--- config.mk ---
export PLATFORM = sky130hd
export DESIGN_NAME = regfile_wb_arbiter_flat
export DESIGN_NICKNAME = d
export VERILOG_FILES = /design/src/rtl/regfile_wb_arbiter_if.sv /design/src/rtl/regfile_wb_arbiter.sv /design/src/flat_wrapper.sv
export SDC_FILE = /design/constraint.sdc
export NUM_CORES = 1
export LEC_CHECK = 0
export CELL_PAD_IN_SITES_DETAIL_PLACEMENT = 0
export CELL_PAD_IN_SITES_GLOBAL_PLACEMENT = 2
export CORE_MARGIN = 2
export CORE_UTILIZATION = 23
export DETAILED_ROUTE_END_ITERATION = 7
export PLACE_DENSITY_LB_ADDON = 0.1
export SKIP_CTS_REPAIR_TIMING = 1
export SYNTH_ARGS = -nofsm -noshare
export SYNTH_HDL_FRONTEND = slang
export SYNTH_SLANG_ARGS = --single-unit
--- constraint.sdc ---
create_clock -name clk -period 3.7 [get_ports clk]
set_clock_uncertainty 0.2 [all_clocks]
set_input_delay 0.74 -clock clk [delete_from_list [all_inputs] [get_ports clk]]
set_output_delay 0.74 -clock clk [all_outputs]
set_load 0.05 [all_outputs]
--- src/rtl/regfile_wb_arbiter_if.sv ---
// Writeback bus between two requesters and the register-file write stage.
// Also carries the hazard-check lookup and the commit counter.
interface regfile_wb_arbiter_if #(
  parameter int DWIDTH = 32,
  parameter int AWIDTH = 5
);
  logic              stall;
  logic              req0_valid;
  logic              req1_valid;
  logic [AWIDTH-1:0] req0_addr;
  logic [AWIDTH-1:0] req1_addr;
  logic [DWIDTH-1:0] req0_data;
  logic [DWIDTH-1:0] req1_data;
  logic              req0_ready;
  logic              req1_ready;
  logic              RegWEn;
  logic [AWIDTH-1:0] AddrD;
  logic [DWIDTH-1:0] DataD;
  logic              grant_id;
  logic [AWIDTH-1:0] chk_addr_a;
  logic [AWIDTH-1:0] chk_addr_b;
  logic              hazard_a;
  logic              hazard_b;
  logic [15:0]       wr_count;

  // Pipeline/requester side drives requests and lookups.
  modport master (
    output stall, req0_valid, req1_valid, req0_addr, req1_addr,
           req0_data, req1_data, chk_addr_a, chk_addr_b,
    input  req0_ready, req1_ready, RegWEn, AddrD, DataD, grant_id,
           hazard_a, hazard_b, wr_count
  );

  modport slave (
    input  stall, req0_valid, req1_valid, req0_addr, req1_addr,
           req0_data, req1_data, chk_addr_a, chk_addr_b,
    output req0_ready, req1_ready, RegWEn, AddrD, DataD, grant_id,
           hazard_a, hazard_b, wr_count
  );
endinterface

--- src/rtl/regfile_wb_arbiter.sv ---
// Two-source writeback arbiter feeding a single register-file write port,
// with a registered write stage, x0 filtering and read-hazard detection.
module regfile_wb_arbiter #(
  parameter int DWIDTH = 32,
  parameter int AWIDTH = 5,
  parameter int RR_EN  = 1
) (
  input logic                   clk,
  input logic                   rst,
  regfile_wb_arbiter_if.slave   bus
);

  typedef enum logic {
    LAST_REQ0 = 1'b0,
    LAST_REQ1 = 1'b1
  } rr_state_t;

  rr_state_t         rr_last;
  logic              pick0;
  logic              pick1;
  logic              open_gate;
  logic              grant0;
  logic              grant1;
  logic              xfer;
  logic [AWIDTH-1:0] sel_addr;
  logic [DWIDTH-1:0] sel_data;
  logic              sel_addr_nz;

  logic              wen_q;
  logic [AWIDTH-1:0] addr_q;
  logic [DWIDTH-1:0] data_q;
  logic              gid_q;
  logic [15:0]       cnt_q;

  // req0 wins a tie unless round-robin is on and req0 was the last winner;
  // req1 takes whatever req0 does not.
  always_comb begin
    pick0       = bus.req0_valid &&
                  (!bus.req1_valid || (RR_EN == 0) || (rr_last == LAST_REQ1));
    pick1       = bus.req1_valid && !pick0;
    open_gate   = rst && !bus.stall;
    grant0      = open_gate && pick0;
    grant1      = open_gate && pick1;
    xfer        = grant0 || grant1;
    sel_addr    = grant1 ? bus.req1_addr : bus.req0_addr;
    sel_data    = grant1 ? bus.req1_data : bus.req0_data;
    sel_addr_nz = (sel_addr != '0);
  end

  assign bus.req0_ready = grant0;
  assign bus.req1_ready = grant1;

  // Write stage: captures the winner, discards x0 writes but keeps the
  // handshake, and holds the last address/data while idle.
  always_ff @(posedge clk or negedge rst) begin
    if (!rst) begin
      wen_q   <= 1'b0;
      addr_q  <= '0;
      data_q  <= '0;
      gid_q   <= 1'b0;
      rr_last <= LAST_REQ1;
      cnt_q   <= 16'd0;
    end else if (xfer) begin
      wen_q   <= sel_addr_nz;
      addr_q  <= sel_addr;
      data_q  <= sel_data;
      gid_q   <= grant1;
      rr_last <= grant1 ? LAST_REQ1 : LAST_REQ0;
      if (sel_addr_nz) begin
        cnt_q <= cnt_q + 16'd1;
      end
    end else begin
      wen_q <= 1'b0;
    end
  end

  assign bus.RegWEn   = wen_q;
  assign bus.AddrD    = addr_q;
  assign bus.DataD    = data_q;
  assign bus.grant_id = gid_q;
  assign bus.wr_count = cnt_q;

  // x0 never forwards, so a zero address can never flag a hazard.
  assign bus.hazard_a = wen_q && (addr_q == bus.chk_addr_a) && (addr_q != '0);
  assign bus.hazard_b = wen_q && (addr_q == bus.chk_addr_b) && (addr_q != '0);

endmodule

--- src/flat_wrapper.sv ---
// flat-port wrapper written by rule: the top's interface ports become plain ports
module regfile_wb_arbiter_flat 
#(
  parameter int DWIDTH = 32,
  parameter int AWIDTH = 5,
  parameter int RR_EN  = 1
)
  (clk, rst, bus_stall, bus_req0_valid, bus_req1_valid, bus_req0_addr, bus_req1_addr, bus_req0_data, bus_req1_data, bus_chk_addr_a, bus_chk_addr_b, bus_req0_ready, bus_req1_ready, bus_RegWEn, bus_AddrD, bus_DataD, bus_grant_id, bus_hazard_a, bus_hazard_b, bus_wr_count);
  regfile_wb_arbiter_if #(.DWIDTH(DWIDTH), .AWIDTH(AWIDTH)) bus_i ();
  input logic clk;
  input logic rst;
  input wire logic [$bits(bus_i.stall)-1:0] bus_stall;
  input wire logic [$bits(bus_i.req0_valid)-1:0] bus_req0_valid;
  input wire logic [$bits(bus_i.req1_valid)-1:0] bus_req1_valid;
  input wire logic [$bits(bus_i.req0_addr)-1:0] bus_req0_addr;
  input wire logic [$bits(bus_i.req1_addr)-1:0] bus_req1_addr;
  input wire logic [$bits(bus_i.req0_data)-1:0] bus_req0_data;
  input wire logic [$bits(bus_i.req1_data)-1:0] bus_req1_data;
  input wire logic [$bits(bus_i.chk_addr_a)-1:0] bus_chk_addr_a;
  input wire logic [$bits(bus_i.chk_addr_b)-1:0] bus_chk_addr_b;
  output wire logic [$bits(bus_i.req0_ready)-1:0] bus_req0_ready;
  output wire logic [$bits(bus_i.req1_ready)-1:0] bus_req1_ready;
  output wire logic [$bits(bus_i.RegWEn)-1:0] bus_RegWEn;
  output wire logic [$bits(bus_i.AddrD)-1:0] bus_AddrD;
  output wire logic [$bits(bus_i.DataD)-1:0] bus_DataD;
  output wire logic [$bits(bus_i.grant_id)-1:0] bus_grant_id;
  output wire logic [$bits(bus_i.hazard_a)-1:0] bus_hazard_a;
  output wire logic [$bits(bus_i.hazard_b)-1:0] bus_hazard_b;
  output wire logic [$bits(bus_i.wr_count)-1:0] bus_wr_count;
  assign bus_i.stall = bus_stall;
  assign bus_i.req0_valid = bus_req0_valid;
  assign bus_i.req1_valid = bus_req1_valid;
  assign bus_i.req0_addr = bus_req0_addr;
  assign bus_i.req1_addr = bus_req1_addr;
  assign bus_i.req0_data = bus_req0_data;
  assign bus_i.req1_data = bus_req1_data;
  assign bus_i.chk_addr_a = bus_chk_addr_a;
  assign bus_i.chk_addr_b = bus_chk_addr_b;
  assign bus_req0_ready = bus_i.req0_ready;
  assign bus_req1_ready = bus_i.req1_ready;
  assign bus_RegWEn = bus_i.RegWEn;
  assign bus_AddrD = bus_i.AddrD;
  assign bus_DataD = bus_i.DataD;
  assign bus_grant_id = bus_i.grant_id;
  assign bus_hazard_a = bus_i.hazard_a;
  assign bus_hazard_b = bus_i.hazard_b;
  assign bus_wr_count = bus_i.wr_count;
  regfile_wb_arbiter #(.DWIDTH(DWIDTH), .AWIDTH(AWIDTH), .RR_EN(RR_EN)) u_core (.clk(clk), .rst(rst), .bus(bus_i));
endmodule
==> flow_results.xml, run 1 <==
<?xml version="1.0" encoding="UTF-8"?>
<metrics>
  <group name="power_and_ir_drop">
    <metric name="ir_worst_vdd" unit="µV">346</metric>
    <metric name="finalPower" unit="mW">2.21</metric>
    <metric name="p_leak" unit="nW">1.93</metric>
    <metric name="power_density" unit="mW/mm²">510</metric>
  </group>
  <group name="global_route">
    <metric name="grt_pass1_vias" unit="">2453</metric>
    <metric name="groute.usage.overall" unit="">0.139</metric>
    <metric name="grt_start_max_net_pins" unit="">50</metric>
    <metric name="first_pass_grt_wire_length" unit="µm">12800</metric>
    <metric name="number_of_antenna_violations_at_the_first_check_in_global_routing" unit="">0</metric>
    <metric name="global_route.overflow_total" unit="">0</metric>
  </group>
  <group name="drt">
    <metric name="met2_length" unit="µm">3890</metric>
    <metric name="count_of_vias_placed_by_the_detailed_router" unit="">2362</metric>
    <metric name="wl_per_cell" unit="µm">16.4</metric>
    <metric name="number_of_remaining_drc_errors" unit="">0</metric>
    <metric name="finalWirelength" unit="µm">8490</metric>
    <metric name="topRoutingLayerUsed" unit="">met4</metric>
    <metric name="met1_length" unit="µm">3770</metric>
    <metric name="via_density_per_instance" unit="">4.56</metric>
    <metric name="number_of_detailed_routing_iterations_run_before_antenna_repair" unit="">7</metric>
    <metric name="wl_met3" unit="µm">751</metric>
    <metric name="drt.antenna.violating_nets" unit="">0</metric>
    <metric name="dr.first_iter.drc_count" unit="">167</metric>
  </group>
  <group name="worst_setup_path">
    <metric name="critical_path.endpoint_type" unit="">primary output</metric>
    <metric name="kind_of_start_point_of_the_critical_path" unit="">input port</metric>
    <metric name="crit_arrival" unit="ns">2.00</metric>
    <metric name="cp.required" unit="ns">2.76</metric>
    <metric name="critical_path_peak_fanout" unit="">1</metric>
    <metric name="setup_crit_path_kind" unit="">in2out</metric>
  </group>
  <group name="finish">
    <metric name="fill_cells" unit="">1099</metric>
    <metric name="design.final.nets" unit="">468</metric>
    <metric name="final_cell_mix" unit="">142 x clkdlybuf4s50_1, 55 x dfrtp_1, 35 x inv_1, 32 x a222oi_1, 18 x xor2_1</metric>
    <metric name="antenna_cells" unit="">0</metric>
    <metric name="stdcell_count" unit="">518</metric>
    <metric name="area.growth.synth_to_final" unit="%">68.3</metric>
    <metric name="final_common_cell" unit="">clkdlybuf4s50_1</metric>
    <metric name="final_layout_size_suffix_gt1_frac" unit="">0.0794</metric>
  </group>
  <group name="synth">
    <metric name="area_leaders" unit="">dfrtp_1 54%, a222oi_1 12%, xor2_1 6.1%</metric>
    <metric name="syn-num-nets" unit="">323</metric>
    <metric name="synth_largest_type_area_fraction" unit="">0.536</metric>
    <metric name="synth.largest_area_cell" unit="">dfrtp_1</metric>
    <metric name="synth.top_cells.by_count" unit="">55 x dfrtp_1, 35 x inv_1, 32 x a222oi_1</metric>
    <metric name="syn-cell-area" unit="mm²">0.00257</metric>
    <metric name="yosysUniqueCellTypes" unit="">31</metric>
    <metric name="yosys_cells" unit="">233</metric>
    <metric name="synth_flop_count" unit="">56</metric>
    <metric name="synth.most_common_cell" unit="">dfrtp_1</metric>
    <metric name="synth_sequential_area_ratio" unit="">0.546</metric>
    <metric name="synth_cells" unit="">233</metric>
    <metric name="dominantRegCellSynth" unit="">dfrtp_1</metric>
    <metric name="synth.yosys.chip_area" unit="mm²">0.00257</metric>
    <metric name="synth-edff-count" unit="">0</metric>
    <metric name="synth-async-reset-ratio" unit="">1.00</metric>
    <metric name="yosys_warning_count" unit="">0</metric>
    <metric name="avgSynthCellArea" unit="µm²">11.0</metric>
  </group>
  <group name="floorplan">
    <metric name="placement_rows" unit="">38</metric>
    <metric name="total_core_area" unit="mm²">0.0109</metric>
    <metric name="initCoreUtil" unit="">0.236</metric>
    <metric name="die_y" unit="µm">110</metric>
    <metric name="area_enclosed_by_the_die_boundary" unit="mm²">0.0120</metric>
    <metric name="io_pins" unit="">148</metric>
    <metric name="die_x" unit="µm">110</metric>
  </group>
  <group name="status">
    <metric name="run_status" unit="">completed</metric>
  </group>
  <group name="clock_tree">
    <metric name="clkTransAtPathRegs" unit="ns">0.10</metric>
    <metric name="clock_tree.root_cell" unit="">clkbuf_8</metric>
    <metric name="clock_insertion_delay_worst_skew" unit="ns">0.32</metric>
    <metric name="tritoncts" unit="">yes</metric>
    <metric name="cts-root-to-sink-buffers" unit="">2</metric>
    <metric name="cts_max_level" unit="">2</metric>
  </group>
  <group name="sta">
    <metric name="setup_violations" unit="">0</metric>
    <metric name="hold_violations" unit="">0</metric>
    <metric name="min_period" unit="ns">2.94</metric>
    <metric name="max_slew_margin" unit="">0.570</metric>
    <metric name="fmax" unit="MHz">340</metric>
    <metric name="worstMarginPinSlew" unit="ns">0.645</metric>
    <metric name="rsz0062_at_grt" unit="">false</metric>
    <metric name="setup_total_negative_slack" unit="ns">0</metric>
    <metric name="maxSlewViolCount" unit="">0</metric>
    <metric name="finalClockPeriodUsage" unit="">0.794</metric>
  </group>
  <group name="placement">
    <metric name="placed_cells" unit="">511</metric>
    <metric name="place_congestion" unit="">0.736</metric>
    <metric name="place.port_buffers" unit="">147</metric>
    <metric name="place_hpwl" unit="µm">6030</metric>
  </group>
  <group name="flow_run">
    <metric name="max_cap_viol_count" unit="">0</metric>
    <metric name="openroad.warnings" unit="">26</metric>
  </group>
  <group name="worst_hold_path">
    <metric name="hold_class" unit="">in2async</metric>
  </group>
</metrics>
run 1: sequential cells by signal (all words and copies together), names as in the netlist:
signal	cells
u_core.bus.AddrD	5
u_core.bus.DataD	32
u_core.bus.RegWEn	1
u_core.bus.grant_id	1
u_core.bus.wr_count	16
u_core.rr_last	1
run 1: report_power, final:
part	switching (mW)	leakage, nW	internal (mW)
combinational	0.629	1.18	0.380
sequential	0.110	0.702	0.733
clock	0.205	0.0473	0.150
run 1: path summary, 6_finish.rpt:
check                                                      endpoint  slack [ns]                           startpoint  cells after the start
worst min register to register  u_core.bus.wr_count[15]$_DFFE_PN0P_        0.27  u_core.bus.wr_count[15]$_DFFE_PN0P_                      1
worst max-delay path                                   bus_hazard_a        0.76                    bus_chk_addr_a[4]                      5
worst max register to register  u_core.bus.wr_count[13]$_DFFE_PN0P_        1.63   u_core.bus.wr_count[2]$_DFFE_PN0P_                      5
worst min-delay path            u_core.bus.wr_count[14]$_DFFE_PN0P_        0.08                                  rst                      1
max in group asynchronous           u_core.bus.AddrD[1]$_DFFE_PN0P_        2.30                                  rst                      2
min in group clk                u_core.bus.wr_count[15]$_DFFE_PN0P_        0.27  u_core.bus.wr_count[15]$_DFFE_PN0P_                      1
run 1: per-stage QoR:
step	cell area (µm²)	util	hold WS (ns)	setup WS, ns
2_1_floorplan	2570	-	0.244	0.229
3_3_place_gp	4230	0.389	0.254	0.532
3_5_place_dp	4230	0.389	0.267	0.494
4_1_cts	4330	0.397	0.0621	0.758
5_1_grt	4330	0.397	0.0642	0.708
6_report	4330	0.397	0.0765	0.762
run 1: kinds of logic (layout without fill, tap and decap cells):
logic type / count (synthesis) / count (layout) / share of synthesized area
AOI/OAI and AO/OA: 43 / 43 / 0.147
muxes: 7 / 7 / 0.0282
xor gates and xnor gates: 25 / 25 / 0.0852
DFF: 56 / 56 / 0.546
buffers and inverters: 49 / 194 / 0.0730
and+or+nand+nor: 52 / 52 / 0.116
adders and majority gates: 1 / 1 / 0.00487
run 1: area by class of cell:
| cell class | instances | area, µm² | share of cell area |
|---|---|---|---|
| clock buffers | 6 | 82.6 | 0.0191 |
| clock inverters | 1 | 8.76 | 0.00202 |
| repair buffers | 152 | 1520 | 0.351 |
| inverters | 35 | 131 | 0.0304 |
| well taps | 140 | 175 | 0.0405 |
| flip-flops and latches | 56 | 1400 | 0.324 |
| multi-input cells | 128 | 1010 | 0.233 |
run 1: worst max-delay path, stage by stage:
cell	delay, ns
clkdlybuf4s50_1	0.48
xnor2_1	0.12
nand3_1	0.11
nor4_1	0.29
buf_4	0.25
run 1: routing by layer:
layer / track usage / vias up
li1: - / 1137
met1: 0.182 / 1125
met4: 0.0380 / 0
met5: 0 / -
met3: 0.0504 / 8
met2: 0.218 / 92
run_1/m1.png
Supply wires on this layer in grey.
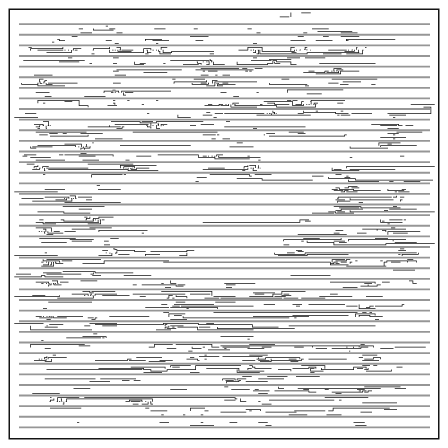
share of all routed wire: 44%
wire length on this layer: 3,770 µm
nets with wire on the layer: 394
longest straight run: 42.8 µm

run_1/m2.png
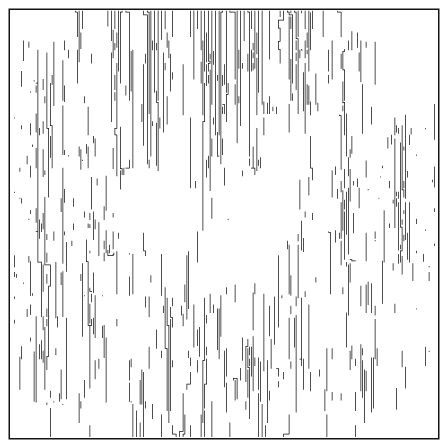
nets with wire on the layer: 397
wire length on this layer: 3,890 µm
longest straight run: 54.4 µm
main direction: vertical
share of all routed wire: 46%

run_1/m3.png
Bar = 20 µm. Cells faint in the background.
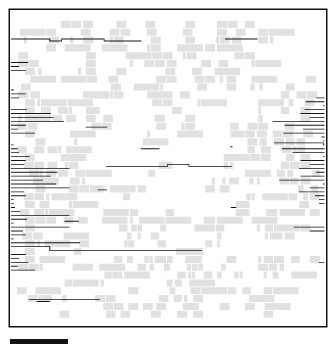
longest straight run: 52.7 µm
share of all routed wire: 8.9%
wire length on this layer: 752 µm
nets with wire on the layer: 82

run_1/clock_nets.png
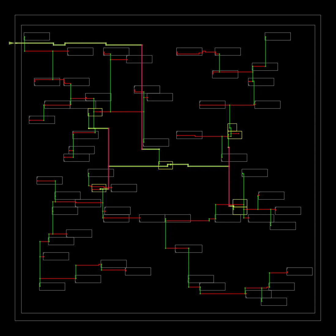
Clock net power: 355 µW
clock tree sinks: 56
sequential cell count of the final layout: 56
CTS buffer count: 5

==> run 2, diff against run 1 <==
CORE_UTILIZATION = 22   (was 23)
clock period = 2.8 ns   (was 3.7 ns; I/O delays follow)
run_2/clock_nets.png
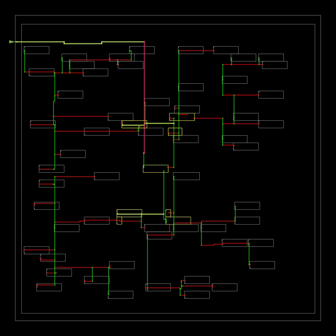
Clock net power: 639 µW
total of clock buffers placed in the layout: 6
clk latency late pin: 0.29 ns

run_2/m2.png
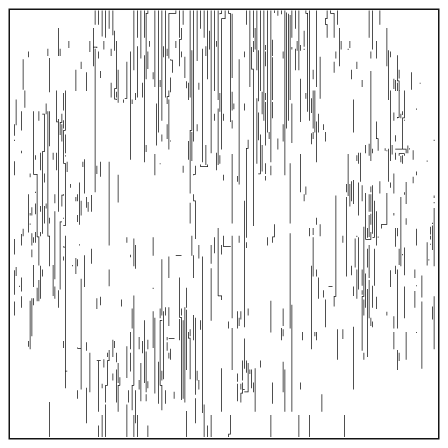
nets with wire on the layer: 409
longest straight run: 43.0 µm
share of all routed wire: 47%
main direction: vertical
wire length on this layer: 4,160 µm

==> run 2 against run 1 <==
Sequential share of layout area is 1.2 points lower; core utilization is 0.36 points lower; final cell count is 2.5% higher; combinational power is 33% higher; register-to-register slack worse by 0.80 ns; sequential cell count stayed put; wire length is 4.0% higher; via count is 2.8% higher; clock power is about 80% higher; sequential power is 33% higher; die area is 4.4% higher; largest cell class unchanged; largest power group unchanged; highest routed layer unchanged.
==> flow_results.xml, run 2 <==
<?xml version="1.0" encoding="UTF-8"?>
<metrics>
  <group name="drt">
    <metric name="dr.first_iter.drc_count" unit="">182</metric>
    <metric name="finalWirelength" unit="µm">8830</metric>
    <metric name="via_density_per_instance" unit="">4.57</metric>
    <metric name="drt.antenna.violating_nets" unit="">0</metric>
    <metric name="number_of_remaining_drc_errors" unit="">0</metric>
    <metric name="count_of_vias_placed_by_the_detailed_router" unit="">2428</metric>
    <metric name="number_of_detailed_routing_iterations_run_before_antenna_repair" unit="">8</metric>
  </group>
  <group name="synth">
    <metric name="yosys_cells" unit="">233</metric>
    <metric name="area_leaders" unit="">dfrtp_1 54%, a222oi_1 12%, xor2_1 6.1%</metric>
    <metric name="yosys_warning_count" unit="">0</metric>
    <metric name="synth.yosys.chip_area" unit="mm²">0.00257</metric>
    <metric name="dominantRegCellSynth" unit="">dfrtp_1</metric>
    <metric name="synth.largest_area_cell" unit="">dfrtp_1</metric>
    <metric name="syn-cell-area" unit="mm²">0.00257</metric>
    <metric name="yosysUniqueCellTypes" unit="">31</metric>
    <metric name="avgSynthCellArea" unit="µm²">11.0</metric>
    <metric name="synth-async-reset-ratio" unit="">1.00</metric>
    <metric name="synth_largest_type_area_fraction" unit="">0.536</metric>
    <metric name="synth.most_common_cell" unit="">dfrtp_1</metric>
    <metric name="syn-num-nets" unit="">323</metric>
    <metric name="synth_cells" unit="">233</metric>
    <metric name="synth_flop_count" unit="">56</metric>
  </group>
  <group name="clock_tree">
    <metric name="cts-root-to-sink-buffers" unit="">2</metric>
    <metric name="cts_num_sinks" unit="">56</metric>
    <metric name="cts_max_level" unit="">2</metric>
    <metric name="clock_tree.root_cell" unit="">clkbuf_16</metric>
    <metric name="cts_buffer_count" unit="">5</metric>
    <metric name="tritoncts" unit="">yes</metric>
  </group>
  <group name="worst_setup_path">
    <metric name="critical_path.endpoint_type" unit="">primary output</metric>
    <metric name="kind_of_start_point_of_the_critical_path" unit="">input port</metric>
    <metric name="r2r_start" unit="">u_core.bus.wr_count[2]$_DFFE_PN0P_</metric>
    <metric name="worst_r2r_endpoint" unit="">u_core.bus.wr_count[15]$_DFFE_PN0P_</metric>
    <metric name="crit_arrival" unit="ns">1.92</metric>
    <metric name="r2r_cells" unit="">5</metric>
    <metric name="critical_path_peak_fanout" unit="">31</metric>
    <metric name="cp.required" unit="ns">2.04</metric>
  </group>
  <group name="finish">
    <metric name="design.final.nets" unit="">477</metric>
    <metric name="area.growth.synth_to_final" unit="%">74.9</metric>
    <metric name="antenna_cells" unit="">0</metric>
    <metric name="post_route_core_utilization" unit="">0.394</metric>
    <metric name="final_common_cell" unit="">clkdlybuf4s50_1</metric>
    <metric name="final_cell_mix" unit="">142 x clkdlybuf4s50_1, 55 x dfrtp_1, 35 x inv_1, 32 x a222oi_1, 18 x xor2_1</metric>
  </group>
  <group name="floorplan">
    <metric name="placement_rows" unit="">39</metric>
    <metric name="total_core_area" unit="mm²">0.0114</metric>
    <metric name="die_x" unit="µm">112</metric>
    <metric name="initCoreUtil" unit="">0.225</metric>
    <metric name="die_y" unit="µm">112</metric>
    <metric name="io_pins" unit="">148</metric>
    <metric name="area_enclosed_by_the_die_boundary" unit="mm²">0.0126</metric>
  </group>
  <group name="sta">
    <metric name="hold_violations" unit="">0</metric>
    <metric name="min_period" unit="ns">2.68</metric>
    <metric name="maxSlewViolCount" unit="">0</metric>
    <metric name="rsz0062_at_grt" unit="">false</metric>
    <metric name="worstMarginPinSlew" unit="ns">0.568</metric>
    <metric name="setup_violations" unit="">0</metric>
    <metric name="finalClockPeriodUsage" unit="">0.956</metric>
  </group>
  <group name="global_route">
    <metric name="grt_pass1_vias" unit="">2509</metric>
    <metric name="first_pass_grt_wire_length" unit="µm">13700</metric>
    <metric name="number_of_antenna_violations_at_the_first_check_in_global_routing" unit="">0</metric>
    <metric name="grt_start_max_net_pins" unit="">35</metric>
    <metric name="groute.usage.overall" unit="">0.136</metric>
  </group>
  <group name="placement">
    <metric name="place_hpwl" unit="µm">6520</metric>
    <metric name="place.port_buffers" unit="">147</metric>
    <metric name="place_congestion" unit="">0.722</metric>
  </group>
  <group name="power_and_ir_drop">
    <metric name="seq_power_share" unit="">0.362</metric>
    <metric name="ir_worst_vdd" unit="µV">278</metric>
    <metric name="combinational_group_share_of_total_power" unit="">0.433</metric>
    <metric name="finalPower" unit="mW">3.10</metric>
    <metric name="total_switching_power" unit="mW">1.27</metric>
    <metric name="netSwitchingFraction" unit="">0.409</metric>
    <metric name="clock_power_share" unit="">0.206</metric>
    <metric name="power_density" unit="mW/mm²">690</metric>
    <metric name="p_leak" unit="nW">2.02</metric>
  </group>
  <group name="flow_run">
    <metric name="max_cap_viol_count" unit="">0</metric>
    <metric name="openroad.warnings" unit="">27</metric>
  </group>
  <group name="worst_hold_path">
    <metric name="hold_class" unit="">in2async</metric>
  </group>
  <group name="status">
    <metric name="run_status" unit="">completed</metric>
  </group>
</metrics>
-- run 2: cell types whose count changed in the layout (fill, tap and decap cells not counted), sizes merged --
| cell | delta |
|---|---|
| clkinv | +1 |
| buf | +9 |
-- run 2: worst max path at each step --
stage                                 endpoint                            start  slack, ns  cells after the start
3_3_place_gp   u_core.bus.AddrD[2]$_DFFE_PN0P_                        bus_stall      -0.04                      7
2_1_floorplan                     bus_hazard_a  u_core.bus.AddrD[1]$_DFFE_PN0P_      -0.49                      3
4_1_cts                         bus_req1_ready                        bus_stall       0.01                      5
6_report                        bus_req1_ready                        bus_stall       0.12                      5
5_1_grt                           bus_hazard_a  u_core.bus.AddrD[1]$_DFFE_PN0P_       0.03                      5
3_5_place_dp   u_core.bus.AddrD[0]$_DFFE_PN0P_                        bus_stall      -0.04                      7
-- run 2: routing by layer --
metal	vias up	GRT usage	share of wire
met5	-	0	0
met2	97	0.218	0.47
met4	0	0.0268	0.0045
li1	1156	-	-
met3	2	0.0437	0.077
met1	1173	0.183	0.45
-- run 2: cells by family (layout without fill, tap and decap cells) --
family	Yosys count	after routing	synth area share
compound gates	43	43	0.147
xor+xnor	25	25	0.0852
fa+ha+maj	1	1	0.00487
buf+inv	49	204	0.0730
flops	56	56	0.546
mux	7	7	0.0282
simple gates	52	52	0.116
-- run 2: power groups by stage --
stage / clock network, mW / registers (mW) / logic [mW]
finish: 0.639 / 1.12 / 1.34
global placement: 0 / 1.13 / 1.35
floorplan: 0 / 1.65 / 0.244
CTS: 0.672 / 1.12 / 1.36
detailed placement: 0 / 1.14 / 1.35
global route: 0.703 / 1.15 / 1.42
-- run 2: worst max-delay path, stage by stage --
cell,delay [ns]
clkdlybuf4s50_1,0.46
nand3b_1,0.24
a21oi_4,0.17
buf_6,0.29
buf_12,0.18
-- run 2: stage by stage --
step                cells  TNS, ns  hold WS, ns  instance area [µm²]  worst slack, ns
floorplan             233   -0.983       0.0644                 2570           -0.491
global placement      523  -0.0781        0.268                 4340          -0.0397
detailed placement    523  -0.0439        0.269                 4340          -0.0392
CTS                   531        0       0.0920                 4490           0.0135
global route          531        0       0.0933                 4500           0.0327
finish                531        0       0.0919                 4500            0.122
-- run 2: layout make-up --
class,instances,area [µm²]
Inverter,35,131
Clock inverter,2,10.0
Sequential cell,56,1400
Fill cell,1148,6920
Timing Repair Buffer,161,1630
Tap cell,143,179
Multi-Input combinational cell,128,1010
Clock buffer,6,139
==> run 3, diff against run 2 <==
REMOVE_ABC_BUFFERS = 1   (was not set)
run_3/m3.png
Bar = 20 µm. Cells faint in the background.
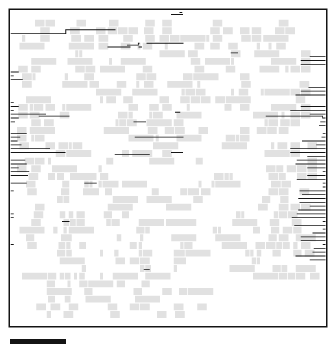
share of all routed wire: 6.2%
longest straight run: 20.0 µm
nets with wire on the layer: 82
wire length on this layer: 552 µm

run_3/gates.png
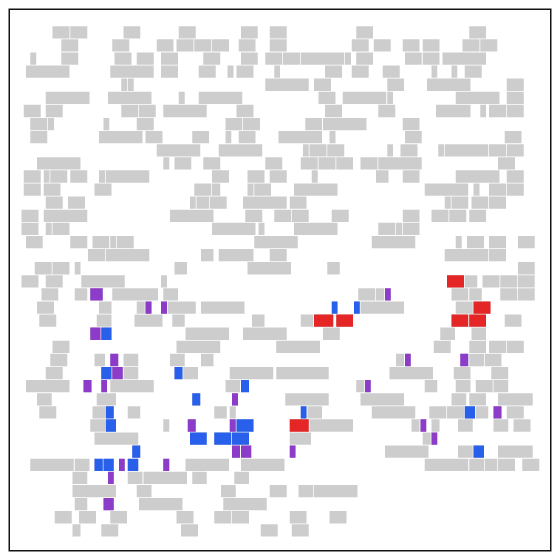
legend:
  mux cells:
    colour: red
    cells: 7
    most_used: mux2i_1
    where: east
  nand cells:
    colour: purple
    cells: 25
    most_used: nand2_1
  nor cells:
    colour: blue
    cells: 20

==> run 3 against run 2 <==
Hold slack improved by 0.015 ns; global-route usage decreased by 0.078 points; clock-buffer cell count decreased by 1; synthesized cell count unchanged; register-to-register slack about the same; setup slack improved by 0.035 ns; sequential share of layout area decreased by 0.069 points.
==> flow_results.xml, run 3 <==
<?xml version="1.0" encoding="UTF-8"?>
<metrics>
  <group name="status">
    <metric name="run_status" unit="">completed</metric>
  </group>
  <group name="floorplan">
    <metric name="die_x" unit="µm">112</metric>
    <metric name="total_core_area" unit="mm²">0.0114</metric>
    <metric name="die_y" unit="µm">112</metric>
    <metric name="io_pins" unit="">148</metric>
    <metric name="area_enclosed_by_the_die_boundary" unit="mm²">0.0126</metric>
    <metric name="initCoreUtil" unit="">0.225</metric>
    <metric name="placement_rows" unit="">39</metric>
  </group>
  <group name="global_route">
    <metric name="number_of_antenna_violations_at_the_first_check_in_global_routing" unit="">0</metric>
    <metric name="global_route.overflow_total" unit="">0</metric>
    <metric name="groute.usage.overall" unit="">0.136</metric>
    <metric name="grt_start_max_net_pins" unit="">37</metric>
    <metric name="first_pass_grt_wire_length" unit="µm">13600</metric>
    <metric name="grt_pass1_vias" unit="">2443</metric>
  </group>
  <group name="placement">
    <metric name="placed_cells" unit="">524</metric>
    <metric name="place.port_buffers" unit="">147</metric>
    <metric name="place_hpwl" unit="µm">6440</metric>
    <metric name="place_congestion" unit="">0.789</metric>
  </group>
  <group name="finish">
    <metric name="multi_input_comb_area" unit="mm²">0.00101</metric>
    <metric name="fill_cells" unit="">1184</metric>
    <metric name="antenna_cells" unit="">0</metric>
    <metric name="area.growth.synth_to_final" unit="%">75.3</metric>
    <metric name="final_common_cell" unit="">clkdlybuf4s50_1</metric>
    <metric name="final_layout_size_suffix_gt1_frac" unit="">0.105</metric>
    <metric name="stdcell_count" unit="">532</metric>
    <metric name="largest_reg_flops" unit="">32</metric>
    <metric name="design.final.nets" unit="">478</metric>
    <metric name="regArea" unit="mm²">0.00140</metric>
    <metric name="post_route_core_utilization" unit="">0.395</metric>
    <metric name="final_cell_mix" unit="">142 x clkdlybuf4s50_1, 55 x dfrtp_1, 35 x inv_1, 32 x a222oi_1, 18 x xor2_1</metric>
  </group>
  <group name="power_and_ir_drop">
    <metric name="power_density" unit="mW/mm²">708</metric>
    <metric name="ir_worst_vdd" unit="µV">248</metric>
    <metric name="combinational_group_share_of_total_power" unit="">0.419</metric>
    <metric name="p_leak" unit="nW">2.02</metric>
    <metric name="netSwitchingFraction" unit="">0.405</metric>
    <metric name="total_switching_power" unit="mW">1.29</metric>
    <metric name="seq_power_share" unit="">0.351</metric>
    <metric name="power_report.internal_total" unit="mW">1.90</metric>
    <metric name="clock_power_share" unit="">0.230</metric>
  </group>
  <group name="flow_run">
    <metric name="openroad.warnings" unit="">25</metric>
    <metric name="max_cap_viol_count" unit="">0</metric>
  </group>
  <group name="drt">
    <metric name="wl_per_cell" unit="µm">16.7</metric>
    <metric name="number_of_remaining_drc_errors" unit="">0</metric>
    <metric name="number_of_detailed_routing_iterations_run_before_antenna_repair" unit="">5</metric>
    <metric name="dr.first_iter.drc_count" unit="">260</metric>
    <metric name="finalWirelength" unit="µm">8910</metric>
    <metric name="via_density_per_instance" unit="">4.66</metric>
    <metric name="count_of_vias_placed_by_the_detailed_router" unit="">2479</metric>
    <metric name="drt.antenna.violating_nets" unit="">0</metric>
  </group>
  <group name="worst_setup_path">
    <metric name="critical_path_peak_fanout" unit="">18</metric>
    <metric name="crit_path_max_incr_delay" unit="ns">0.43</metric>
    <metric name="setup_crit_path_kind" unit="">in2out</metric>
    <metric name="cp.required" unit="ns">2.04</metric>
    <metric name="kind_of_start_point_of_the_critical_path" unit="">input port</metric>
    <metric name="crit_arrival" unit="ns">1.88</metric>
    <metric name="crit_path_start" unit="">bus_stall</metric>
    <metric name="cp_slowest_cell" unit="">clkdlybuf4s50_1</metric>
    <metric name="critical_path.endpoint_type" unit="">primary output</metric>
    <metric name="r2r_start" unit="">u_core.bus.wr_count[2]$_DFFE_PN0P_</metric>
    <metric name="critical_path.cell_chain" unit="">clkdlybuf4s50_1, nand3b_1, a21oi_4, buf_4, buf_12</metric>
  </group>
  <group name="synth">
    <metric name="synth_largest_type_area_fraction" unit="">0.536</metric>
    <metric name="syn-cell-area" unit="mm²">0.00257</metric>
    <metric name="synth.top_cells.by_count" unit="">55 x dfrtp_1, 35 x inv_1, 32 x a222oi_1</metric>
    <metric name="synth-edff-count" unit="">0</metric>
    <metric name="synth_cells" unit="">233</metric>
    <metric name="synth-async-reset-ratio" unit="">1.00</metric>
    <metric name="yosys_cells" unit="">233</metric>
    <metric name="synth.largest_area_cell" unit="">dfrtp_1</metric>
    <metric name="synth.most_common_cell" unit="">dfrtp_1</metric>
    <metric name="dominantRegCellSynth" unit="">dfrtp_1</metric>
    <metric name="synth_sequential_area_ratio" unit="">0.546</metric>
    <metric name="yosys_warning_count" unit="">0</metric>
    <metric name="yosysUniqueCellTypes" unit="">31</metric>
    <metric name="synth.yosys.chip_area" unit="mm²">0.00257</metric>
    <metric name="area_leaders" unit="">dfrtp_1 54%, a222oi_1 12%, xor2_1 6.1%</metric>
    <metric name="synth_flop_count" unit="">56</metric>
    <metric name="avgSynthCellArea" unit="µm²">11.0</metric>
  </group>
  <group name="clock_tree">
    <metric name="cts_buffer_count" unit="">5</metric>
    <metric name="clock_tree.root_cell" unit="">clkbuf_16</metric>
    <metric name="clkTransAtPathRegs" unit="ns">0.08</metric>
    <metric name="cts_max_level" unit="">2</metric>
    <metric name="tritoncts" unit="">yes</metric>
    <metric name="clock_insertion_delay_worst_skew" unit="ns">0.29</metric>
    <metric name="cts_num_sinks" unit="">56</metric>
    <metric name="cts-root-to-sink-buffers" unit="">2</metric>
  </group>
  <group name="sta">
    <metric name="setup_violations" unit="">0</metric>
    <metric name="finalClockPeriodUsage" unit="">0.944</metric>
    <metric name="min_period" unit="ns">2.64</metric>
    <metric name="rsz0062_at_grt" unit="">false</metric>
    <metric name="maxSlewViolCount" unit="">0</metric>
    <metric name="setup_total_negative_slack" unit="ns">0</metric>
    <metric name="hold_violations" unit="">0</metric>
    <metric name="fmax" unit="MHz">378</metric>
    <metric name="max_slew_margin" unit="">0.615</metric>
    <metric name="worstMarginPinSlew" unit="ns">0.576</metric>
  </group>
  <group name="worst_hold_path">
    <metric name="hold_class" unit="">in2async</metric>
  </group>
</metrics>
run 3: cells by family (layout without fill, tap and decap cells):
group / after synthesis / count (layout) / share of synthesized area
DFF: 56 / 56 / 0.546
xor gates and xnor gates: 25 / 25 / 0.0852
muxes: 7 / 7 / 0.0282
AOI/OAI and AO/OA: 43 / 43 / 0.147
buffers and inverters: 49 / 205 / 0.0730
adders and majority gates: 1 / 1 / 0.00487
and+or+nand+nor: 52 / 52 / 0.116
run 3: layer usage:
layer / track usage / vias up / share of wire
li1: - / 1159 / -
met1: 0.188 / 1214 / 0.47
met2: 0.211 / 100 / 0.46
met3: 0.0346 / 6 / 0.062
met4: 0.0366 / 0 / 0.014
met5: 0 / - / 0
run 3: path summary, 6_finish.rpt:
kind,depth (start not counted),slack (ns),endpoint
max in group asynchronous,2,1.86,u_core.bus.AddrD[1]$_DFFE_PN0P_
setup reg to reg,5,0.82,u_core.bus.wr_count[15]$_DFFE_PN0P_
hold / removal,2,0.11,u_core.bus.DataD[24]$_DFFE_PN0P_
hold reg to reg,1,0.27,u_core.bus.wr_count[15]$_DFFE_PN0P_
min in group clk,1,0.27,u_core.bus.wr_count[15]$_DFFE_PN0P_
setup / recovery,5,0.16,bus_req1_ready
run 3: final cells by class:
cell class              count  area share
well taps                 143      0.0397
multi-input cells         128       0.223
clock inverters             3     0.00944
inverters                  35      0.0292
repair buffers            162       0.359
clock buffers               5      0.0278
flip-flops and latches     56       0.311
run 3: through the flow:
step / hold WS (ns) / area (µm²) / setup WS (ns) / power (mW)
after floorplan: 0.0644 / 2510 / -1.73 / 1.90
after global placement: 0.262 / 4340 / 0.0766 / 2.48
after detailed placement: 0.268 / 4340 / 0.0236 / 2.48
after CTS: 0.125 / 4510 / 0.0877 / 3.24
after global routing: 0.140 / 4510 / 0.0544 / 3.35
final: 0.107 / 4510 / 0.157 / 3.19
run 3: critical path, delay by kind of cell:
kind,cells,cell delay (ns)
AND-OR/OR-AND,1,0.18
buffers and inverters,3,0.91
AND/OR/NAND/NOR,1,0.23
run 3: power by group through the flow:
stage / Clock [mW] / Combinational, mW / Sequential, mW
2_1_floorplan: 0 / 0.244 / 1.65
3_3_place_gp: 0 / 1.35 / 1.13
3_5_place_dp: 0 / 1.35 / 1.14
4_1_cts: 0.763 / 1.35 / 1.12
5_1_grt: 0.791 / 1.41 / 1.15
6_report: 0.734 / 1.34 / 1.12
No activity file was given, so power comes from the tool's default toggle rates.
